==> config.mk <==
export PLATFORM = sky130hd
export DESIGN_NAME = queue_drain_ctrl_flat
export DESIGN_NICKNAME = d
export VERILOG_FILES = /design/src/rtl/queue_drain_pkg.sv /design/src/rtl/queue_drain_ctrl_if.sv /design/src/rtl/queue_drain_ctrl.sv /design/src/flat_wrapper.sv
export SDC_FILE = /design/constraint.sdc
export NUM_CORES = 1
export LEC_CHECK = 0
export ABC_AREA = 1
export CORE_MARGIN = 5
export CORE_UTILIZATION = 44
export DETAILED_ROUTE_END_ITERATION = 10
export GPL_ROUTABILITY_DRIVEN = 0
export PLACE_DENSITY = 0.87
export SLEW_MARGIN = 20
export SYNTH_ARGS = -nofsm -noshare
export SYNTH_HDL_FRONTEND = slang
export SYNTH_SLANG_ARGS = --single-unit
==> constraint.sdc <==
create_clock -name clock -period 1.8 [get_ports clock]
set_input_delay 0.36 -clock clock [delete_from_list [all_inputs] [get_ports clock]]
set_output_delay 0.36 -clock clock [all_outputs]
set_load 0.005 [all_outputs]
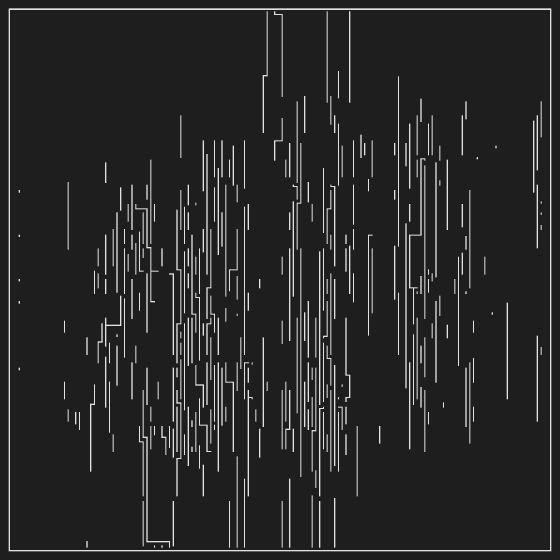
**Above:** signal wires on met2.
main direction	vertical
nets with wire on the layer	219
wire length on this layer	1550 um
GRT met2 Usage: 28.38%
total number of vias: 1419
Routed WL: 3292 um

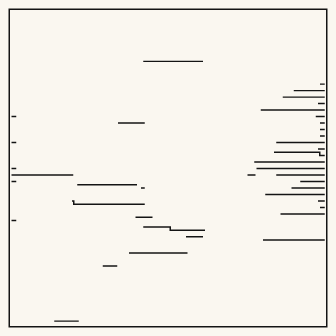
**Above:** the metal 3 layer.
longest straight run	14.7 um
share of all routed wire	7.4%
nets with wire on the layer	34
wire length on this layer	243 um
met3 demand-to-capacity share in global routing: 5.102%

==> flow_summary.toml <==
# synthesis and place-and-route metrics
[critical_path]
cp.depth = 1
crit_path_max_fanout = 4
critical_path.top_delay_family = "buffers and inverters"
critPathRequiredTime_ps = 1440

[routing]
detail_route.iter0.violations = 48
met1Wirelength_um = 1440
drt_pass1_iterations = 4

[timing]
grt_setup_unrepaired = "no"
postLayoutSetupSlackWorst_ps = 114.9
post-route-period-util_pct = 93.61
setup_viol = 0
timing.slew.headroom_pct = 70.84
achievable_freq_ghz = 0.5935

[pwr]
power_report.internal_total_mw = 1.052
power_per_cell_area_nw_per_um2 = 702.5
cellLeakagePower_nw = 0.7716
power.combinational.fraction_pct = 13.8
share_seq_of_total_power_pct = 53.1

[clock_network]
cts_buffer_depth = 2
clk_pin_slew_ps = 100

[floorplan]
dieWidth_um = 66.18
die-height_um = 66.18
count_of_standard_cell_rows = 20
well_tap_count = 44

[synth]
multiplexer_share_of_the_synthesized_area_pct = 0
netlist.top_cell.by_instances = "sky130_fd_sc_hd__nand2_1"
flop_cell = "sky130_fd_sc_hd__dfxtp_1"
cell_type_with_the_largest_total_area_after_synthesis = "sky130_fd_sc_hd__dfxtp_1"
synth_area_per_cell_um2 = 6.979
synthDominantCellAreaShare_pct = 44.68
yosysCellCount = 199
synth_warnings = 0

[place]
placed_cells = 287
place_worst_setup_slack_ps = 42.57

[final_layout]
n_all_inverters = 26
insertedDiodeCount = 0
commonest_cells_after_routing_fill_and_taps_aside = "46 x sky130_fd_sc_hd__nand2_1, 43 x sky130_fd_sc_hd__clkdlybuf4s50_1, 35 x sky130_fd_sc_hd__nor2_1"
nonClockBufferCount = 48

[status]
outcome = "completed"

[global_routing]
first_pass_grt_wire_length_um = 5595
